### config.mk
export PLATFORM = sky130hd
export DESIGN_NAME = l2_request_arbiter
export DESIGN_NICKNAME = d
export VERILOG_FILES = /design/src/rtl/cache_arb_pkg.sv /design/src/rtl/l2_arb_mux.sv /design/src/rtl/l2_request_arbiter.sv
export SDC_FILE = /design/constraint.sdc
export NUM_CORES = 1
export LEC_CHECK = 0
export ABC_CLOCK_PERIOD_IN_PS = 1900
export CAP_MARGIN = 40
export CORE_AREA = 2 2 637 639
export CTS_CLUSTER_SIZE = 8
export DETAILED_ROUTE_END_ITERATION = 10
export DIE_AREA = 0 0 639 641
export HOLD_SLACK_MARGIN = 0.15
export MAX_ROUTING_LAYER = met4
export SYNTH_ARGS = -nofsm -noshare
export SYNTH_HDL_FRONTEND = slang
export SYNTH_HIERARCHICAL = 1
export SYNTH_SLANG_ARGS = --single-unit
### constraint.sdc
create_clock -name clk -period 1.9 [get_ports clk]
set_input_delay 0.285 -clock clk [delete_from_list [all_inputs] [get_ports clk]]
set_output_delay 0.285 -clock clk [all_outputs]
set_load 0.005 [all_outputs]
### src/rtl/cache_arb_pkg.sv
// Shared types for the L1-to-L2 request arbiter: FSM state and grant owner.
package cache_arb_pkg;

    typedef enum logic [1:0] {
        IDLE    = 2'd0,
        SERVE_I = 2'd1,
        SERVE_D = 2'd2
    } arb_state_t;

    typedef enum logic {
        GNT_I = 1'b0,
        GNT_D = 1'b1
    } grant_t;

endpackage

### src/rtl/l2_arb_mux.sv
// Combinational steering between the two L1 request ports and the single L2 port.
module l2_arb_mux
    import cache_arb_pkg::*;
#(
    parameter int s_line = 256,
    parameter int s_addr = 32
) (
    input  logic              active_i,
    input  grant_t            gnt_i,
    input  logic              icache_read_i,
    input  logic              icache_write_i,
    input  logic [s_addr-1:0] icache_address_i,
    input  logic [s_line-1:0] icache_wdata_i,
    input  logic              dcache_read_i,
    input  logic              dcache_write_i,
    input  logic [s_addr-1:0] dcache_address_i,
    input  logic [s_line-1:0] dcache_wdata_i,
    input  logic              l2_resp_i,
    output logic              l2_read_o,
    output logic              l2_write_o,
    output logic [s_addr-1:0] l2_address_o,
    output logic [s_line-1:0] l2_wdata_o,
    output logic              icache_resp_o,
    output logic              dcache_resp_o
);

    always_comb begin
        l2_read_o     = 1'b0;
        l2_write_o    = 1'b0;
        l2_address_o  = '0;
        l2_wdata_o    = '0;
        icache_resp_o = 1'b0;
        dcache_resp_o = 1'b0;
        if (active_i) begin
            if (gnt_i == GNT_D) begin
                l2_read_o     = dcache_read_i;
                l2_write_o    = dcache_write_i;
                l2_address_o  = dcache_address_i;
                l2_wdata_o    = dcache_wdata_i;
                dcache_resp_o = l2_resp_i;
            end else begin
                l2_read_o     = icache_read_i;
                l2_write_o    = icache_write_i;
                l2_address_o  = icache_address_i;
                l2_wdata_o    = icache_wdata_i;
                icache_resp_o = l2_resp_i;
            end
        end
    end

endmodule

### src/rtl/l2_request_arbiter.sv
// Shares the L2 upstream port between icache and dcache; one owner at a time,
// grant held until L2 resp, round-robin (or dcache-priority) on ties.
module l2_request_arbiter
    import cache_arb_pkg::*;
#(
    parameter int s_line      = 256,
    parameter int s_addr      = 32,
    parameter bit ROUND_ROBIN = 1'b1
) (
    input  logic              clk,
    input  logic              rst,
    input  logic              l2_icache_read,
    input  logic              l2_icache_write,
    input  logic [s_addr-1:0] l2_icache_address,
    input  logic [s_line-1:0] l2_icache_wdata,
    output logic              l2_icache_resp,
    output logic [s_line-1:0] l2_icache_rdata,
    input  logic              l2_dcache_read,
    input  logic              l2_dcache_write,
    input  logic [s_addr-1:0] l2_dcache_address,
    input  logic [s_line-1:0] l2_dcache_wdata,
    output logic              l2_dcache_resp,
    output logic [s_line-1:0] l2_dcache_rdata,
    output logic              l2_read,
    output logic              l2_write,
    output logic [s_addr-1:0] l2_address,
    output logic [s_line-1:0] l2_wdata,
    input  logic              l2_resp,
    input  logic [s_line-1:0] l2_rdata
);

    arb_state_t arb_state_q, arb_state_d;
    grant_t     last_grant_q, last_grant_d;

    logic   req_icache, req_dcache;
    logic   tie_to_d;
    logic   serving;
    grant_t gnt;

    assign req_icache = l2_icache_read | l2_icache_write;
    assign req_dcache = l2_dcache_read | l2_dcache_write;
    assign tie_to_d   = (last_grant_q == GNT_I) || !ROUND_ROBIN;

    always_comb begin
        arb_state_d  = arb_state_q;
        last_grant_d = last_grant_q;
        case (arb_state_q)
            IDLE: begin
                if (req_icache && req_dcache) arb_state_d = tie_to_d ? SERVE_D : SERVE_I;
                else if (req_icache)          arb_state_d = SERVE_I;
                else if (req_dcache)          arb_state_d = SERVE_D;
            end
            SERVE_I: begin
                if (l2_resp) begin
                    arb_state_d  = IDLE;
                    last_grant_d = GNT_I;
                end
            end
            SERVE_D: begin
                if (l2_resp) begin
                    arb_state_d  = IDLE;
                    last_grant_d = GNT_D;
                end
            end
            default: arb_state_d = IDLE;
        endcase
    end

    always_ff @(posedge clk) begin
        if (rst) begin
            arb_state_q  <= IDLE;
            last_grant_q <= GNT_D;
        end else begin
            arb_state_q  <= arb_state_d;
            last_grant_q <= last_grant_d;
        end
    end

    // Reset is synchronous, so the state may still read SERVE_x while rst is
    // high; gate the outputs directly so the L2 sees nothing during reset.
    assign serving = !rst && (arb_state_q != IDLE);
    assign gnt     = (arb_state_q == SERVE_D) ? GNT_D : GNT_I;

    assign l2_icache_rdata = rst ? '0 : l2_rdata;
    assign l2_dcache_rdata = rst ? '0 : l2_rdata;

    l2_arb_mux #(
        .s_line (s_line),
        .s_addr (s_addr)
    ) u_mux (
        .active_i         (serving),
        .gnt_i            (gnt),
        .icache_read_i    (l2_icache_read),
        .icache_write_i   (l2_icache_write),
        .icache_address_i (l2_icache_address),
        .icache_wdata_i   (l2_icache_wdata),
        .dcache_read_i    (l2_dcache_read),
        .dcache_write_i   (l2_dcache_write),
        .dcache_address_i (l2_dcache_address),
        .dcache_wdata_i   (l2_dcache_wdata),
        .l2_resp_i        (l2_resp),
        .l2_read_o        (l2_read),
        .l2_write_o       (l2_write),
        .l2_address_o     (l2_address),
        .l2_wdata_o       (l2_wdata),
        .icache_resp_o    (l2_icache_resp),
        .dcache_resp_o    (l2_dcache_resp)
    );

    // Protocol checks: granted L1 must hold its request, no read+write
    // together, and the L2 must never respond with nothing outstanding.
    a_hold_i: assert property (@(posedge clk) disable iff (rst)
        (arb_state_q == SERVE_I) |-> req_icache);
    a_hold_d: assert property (@(posedge clk) disable iff (rst)
        (arb_state_q == SERVE_D) |-> req_dcache);
    a_rw_i: assert property (@(posedge clk) disable iff (rst)
        !(l2_icache_read && l2_icache_write));
    a_rw_d: assert property (@(posedge clk) disable iff (rst)
        !(l2_dcache_read && l2_dcache_write));
    a_idle_resp: assert property (@(posedge clk) disable iff (rst)
        (arb_state_q == IDLE) |-> !l2_resp);

endmodule

==> flow_summary.toml, run 1 <==
# generated from flow reports
[critical_path]
slowest_stage = "dfxtp_2"
r2r_setup_slack_ns = 0.35
crit_cells = 10
cp-end-kind = "output port"
startpoint = "arb_state_q[1]"

[cells_and_area]
top_register = "arb_state_q"
regArea_um2 = 62.6
antenna_cells = 324
signal_buffers = 2262
layout.cells.most_common = "clkdlybuf4s50_1"

[run]
warnings = 31

[sta]
fmax_mhz = 418
setup_viol = 306
finalHoldViolations = 0
worst_slack_ns = -0.495

[power]
pg_clk_w = 0.000347
p_seq_share_pct = 0.6

[route]
remaining_drc_errors = 0
drt_iter0_markers = 919
wl_met2_um = 145000
ant_nets = 0

[yosys]
yosysSeqAreaShare_pct = 0.642
synth_top_area_share_pct = 36.6
ys_types = 23
avgSynthCellArea_um2 = 7.69
synth_flops = 3
adder_share_pct = 0.402
syn_inst = 1215

[placed_design]
globalplace.congestion = 1.03

[outcome]
violations = "setup timing"
status = "complete, but fails checks"

[grt]
gr-usage-all-layers_pct = 17.8
antenna_found_initial = 428

[die]
fp_util_pct = 2.33
coreArea_um2 = 402000

[cts]
cts_tree = "yes"
cts_setup_buffers = 41

[min_path]
holdPathStages = 1
hold-path-endpoint = "last_grant_q"
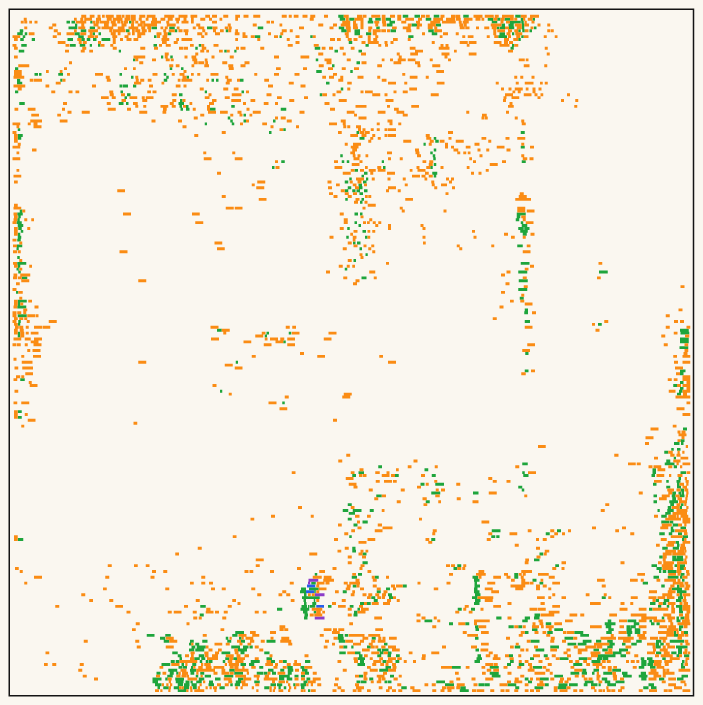
run_1/cell_classes.png
clock drivers and dummy loads: in purple, cells 4. flip-flops: in blue, cells 3. all other logic: in green, cells 862. other buffers and delay cells: in orange, cells 2,262.
cell area after layout: 42,400 um^2
number of cell rows: 233
post-route core utilization: 10.5%

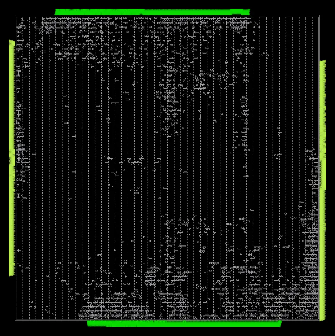
run_1/final_placement.png
final cell count without fillers: 8,742
# fillers: 46,200

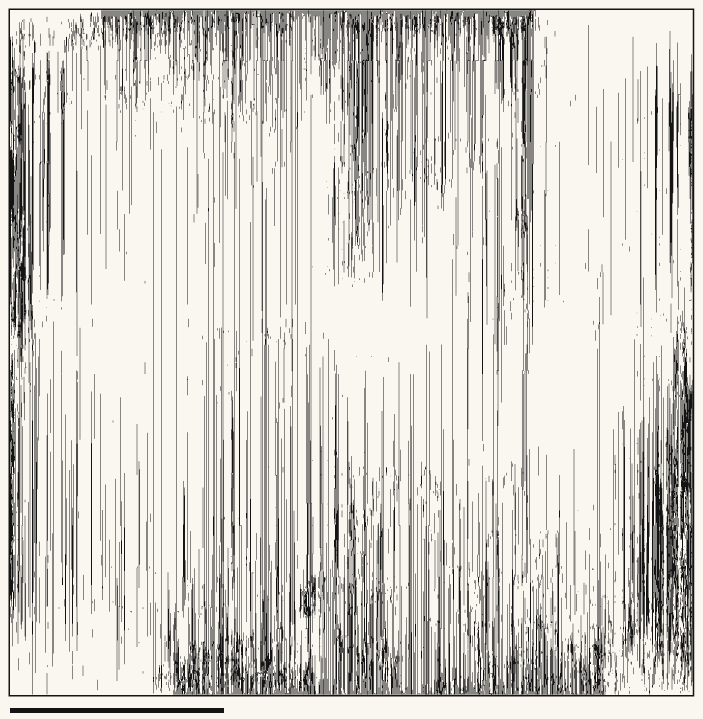
run_1/met2.png
The bar under the picture is 200 um long.
The layer carries 145 mm of wire. The wires run mostly vertical.
DRT Wirelength: 375,000 um
met2 Use GR: 24.0%

==> run 2: changes to the inputs <==
--- a/config.mk
+++ b/config.mk
@@ -13,6 +13,7 @@
 export DIE_AREA = 0 0 639 641
 export HOLD_SLACK_MARGIN = 0.15
 export MAX_ROUTING_LAYER = met4
+export PLACE_DENSITY = 0.3
 export SYNTH_ARGS = -nofsm -noshare
 export SYNTH_HDL_FRONTEND = slang
 export SYNTH_HIERARCHICAL = 1
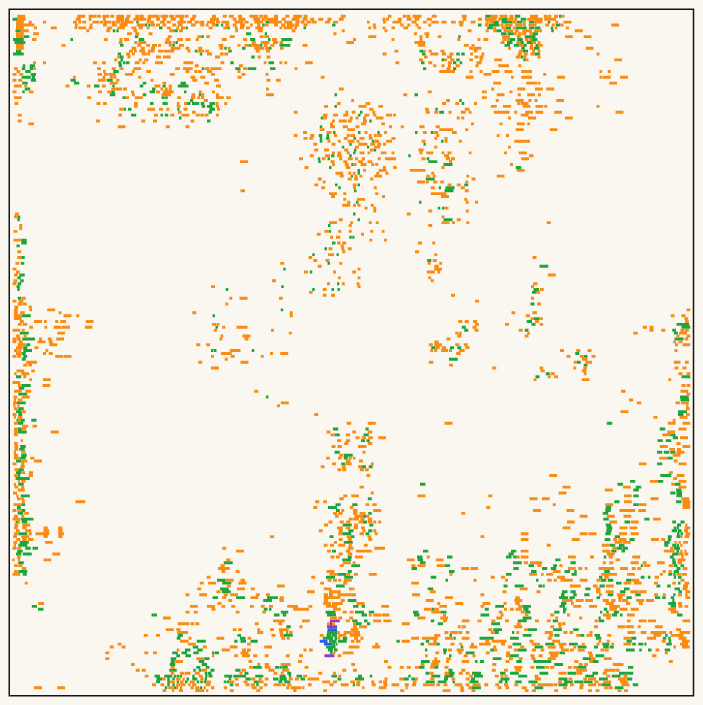
run_2/cell_classes.png
clock drivers and dummy loads: in purple, cells 4. other buffers and delay cells: in orange, cells 2,281. flip-flops: in blue, cells 3. all other logic: in green, cells 862.

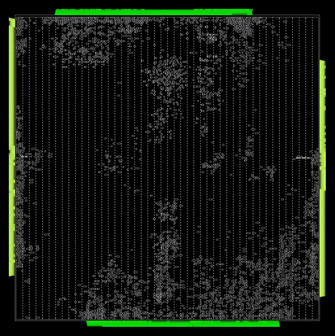
run_2/final_placement.png
flop count: 3
final cell count without fillers: 8,715
# fillers: 46,100
core region area: 402,000 um^2

==> run 2 against run 1 <==
  * Largest cell class unchanged
  * Global-route usage shrank 0.89 points
  * Routed wire length shrank 5.5%
  * Cell area grew 3.1%
  * Via count shrank 1.3%
  * The run still ends with setup timing left
  * Critical endpoint is now l2_wdata[244]
==> flow_summary.toml, run 2 <==
# generated from flow reports
[outcome]
status = "complete, but fails checks"
violations = "setup timing"

[cells_and_area]
comb_area_um2 = 10100
finalInstanceArea_um2 = 43700
layout.cells.most_common = "clkdlybuf4s50_1"
inv_count = 4
top_register = "arb_state_q"
finalNetCount = 3993
antenna_cells = 278
utilization_pct = 10.9
buf_share_pct = 59.9
signal_buffers = 2281
regArea_um2 = 65.1

[cts]
cts_tree = "yes"
cts_setup_buffers = 61
cts_made_buffers = 3
cts_sinks = 3
cts_buffer_depth = 2

[sta]
setup_tns_ns = -94.46
clock-skew-final_ns = 0.00210
worst_slack_ns = -0.492
fmax_mhz = 418
setup_viol = 383
finalHoldViolations = 0

[placed_design]
dpl_cell_area_um2 = 36300
globalplace.congestion = 0.977
io_buffers = 1642

[critical_path]
cp-end-kind = "output port"
start_kind = "flip-flop"
startpoint = "arb_state_q[0]"
r2r_setup_slack_ns = 0.10
crit_cells = 8
worst-setup-path-type = "reg -> out"
r2r_end = "last_grant_q"
slowest_stage = "clkdlybuf4s50_1"

[yosys]
synth_top_area_share_pct = 36.6
synth.most_common_cell = "nor2b_1"
adder_share_pct = 0.402
ys_types = 23
yosysSeqAreaShare_pct = 0.642
ys_cells = 1215
syn_inst = 1215
aoi_share_pct = 0.522
avgSynthCellArea_um2 = 7.69
synth_flops = 3
topCombFamilyByArea = "simple AND/OR/NAND/NOR gates"
yosys_warnings = 6

[grt]
grtUsageMet2_pct = 25.3
grt_first_pass_wirelength_um = 391000
gr-usage-all-layers_pct = 16.9
antenna_found_initial = 428
use_met1_pct = 17.1

[route]
vias_per_cell = 2.10
maxUsedRoutingLayer = "met4"
remaining_drc_errors = 0
wl_met1_um = 127000
ant_nets = 0
wl_met2_um = 151000
met3WireLength_um = 70800
wirelength_um = 354000
drt_iter0_markers = 752

[min_path]
hold-path-endpoint = "last_grant_q"
holdPathStages = 1

[die]
fp_util_pct = 2.33
rows = 233
num_io_pins = 1643
die_width_um = 639

[power]
pg_clk_w = 0.000341
p_seq_share_pct = 0.6
p_seq_w = 0.0000826
power.internal_w = 0.00797
clkPwrFrac_pct = 2.5

[run]
warnings = 30
==> run 3: changes to the inputs <==
--- a/config.mk
+++ b/config.mk
@@ -6,7 +6,7 @@
 export NUM_CORES = 1
 export LEC_CHECK = 0
 export ABC_CLOCK_PERIOD_IN_PS = 1900
-export CAP_MARGIN = 40
+export CAP_MARGIN = 20
 export CORE_AREA = 2 2 637 639
 export CTS_CLUSTER_SIZE = 8
 export DETAILED_ROUTE_END_ITERATION = 10
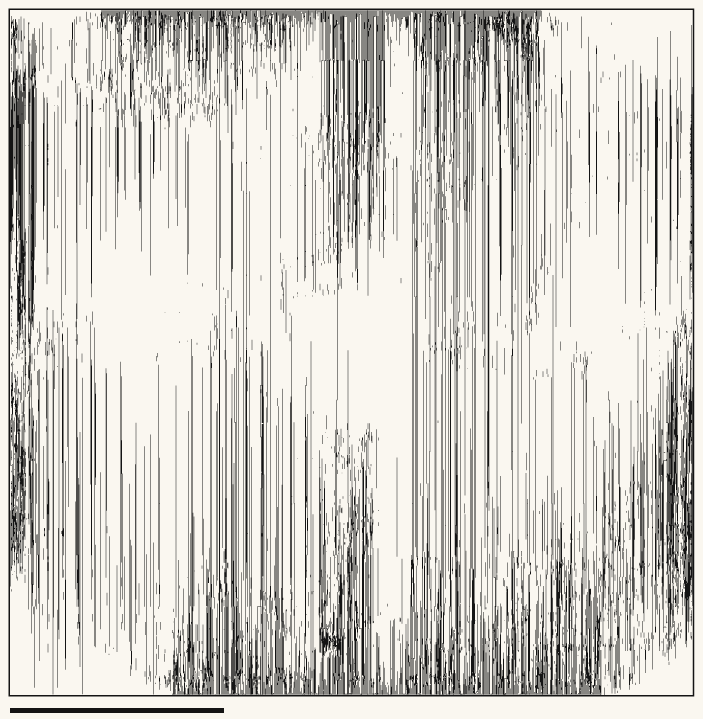
run_3/met2.png
The bar under the picture is 200 um long.
The layer carries 151 mm of wire. The longest straight run is 561 um. 3,714 nets have wire on it. The layer holds 42% of the routed length. The wires run mostly vertical.
DRT Wirelength: 354,000 um
Vias: 18,300
met2 Use GR: 25.3%

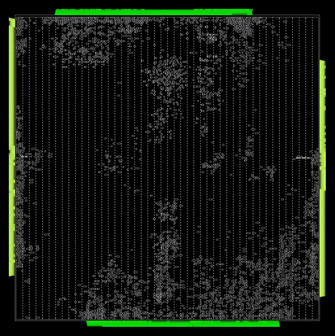
run_3/final_placement.png
post-route core utilization: 10.9%
# Taps: 5,287

==> run 3 against run 2 <==
  * The run still ends with setup timing left
  * Cell count did not move
  * Via count did not move
  * Largest cell class unchanged
  * Largest power group unchanged
  * Sequential cell count did not move
  * Hold slack did not move
  * Routed wire length did not move
==> flow_summary.toml, run 3 <==
# generated from flow reports
[critical_path]
startpoint = "arb_state_q[0]"
cp-end-kind = "output port"
slowest_stage = "clkdlybuf4s50_1"
crit_cells = 8
critPathTopFamily = "buffers and inverters"
worst-setup-path-type = "reg -> out"
r2r_setup_slack_ns = 0.10
start_kind = "flip-flop"

[cells_and_area]
regArea_um2 = 65.1
seq_cells = 3
inv_count = 4
comb_area_um2 = 10100
finalNetCount = 3993
fin_cells = 8715
buf_share_pct = 59.9
layout.cells.most_common = "clkdlybuf4s50_1"
fill_cells = 46100
signal_buffers = 2281
top_register = "arb_state_q"
antenna_cells = 278
finalInstanceArea_um2 = 43700

[route]
vias_per_cell = 2.10
remaining_drc_errors = 0
wl_met1_um = 127000
maxUsedRoutingLayer = "met4"
ant_nets = 0
wl_met2_um = 151000
met3WireLength_um = 70800
drt_iter0_markers = 752
wl_per_cell_um = 40.7

[grt]
grt_first_pass_wirelength_um = 391000
gr-usage-all-layers_pct = 16.9
antenna_found_initial = 428
use_met1_pct = 17.1
grt_max_degree = 43

[sta]
setup_viol = 383
whs_ns = 0.512
setup_tns_ns = -94.46
clock-skew-final_ns = 0.00210
slew_headroom_pct = 75.2
worst_slack_ns = -0.492
finalHoldViolations = 0
fmax_mhz = 418

[placed_design]
dpl_cell_area_um2 = 36300
io_buffers = 1642
globalplace.congestion = 0.977

[yosys]
avgSynthCellArea_um2 = 7.69
synth.most_common_cell = "nor2b_1"
yosysSeqAreaShare_pct = 0.642
topCombFamilyByArea = "simple AND/OR/NAND/NOR gates"
syn_inst = 1215
yosys_warnings = 6
ys_types = 23
synth_top_area_share_pct = 36.6
synth_flops = 3
ys_cells = 1215
aoi_share_pct = 0.522

[die]
num_io_pins = 1643
fp_util_pct = 2.33
rows = 233
die_width_um = 639
die_h_um = 641
coreArea_um2 = 402000

[cts]
cts_setup_buffers = 61
cts_resized = 490
cts_made_buffers = 3
cts_buffer_depth = 2
cts_tree = "yes"
clock_latency_ns = 0.23
htree_levels = 1

[power]
powerComb_w = 0.0135
p_seq_share_pct = 0.6
power.internal_w = 0.00797
pg_clk_w = 0.000341
power_leader = "combinational logic"
p_seq_w = 0.0000826
swShare_pct = 42.6
clkPwrFrac_pct = 2.5

[outcome]
violations = "setup timing"
status = "complete, but fails checks"

[run]
max_cap_viol_count = 0
warnings = 30

[min_path]
hold-path-endpoint = "last_grant_q"
hold_start = "last_grant_q"
holdPathStages = 1
No activity file was given, so power comes from the tool's default toggle rates.
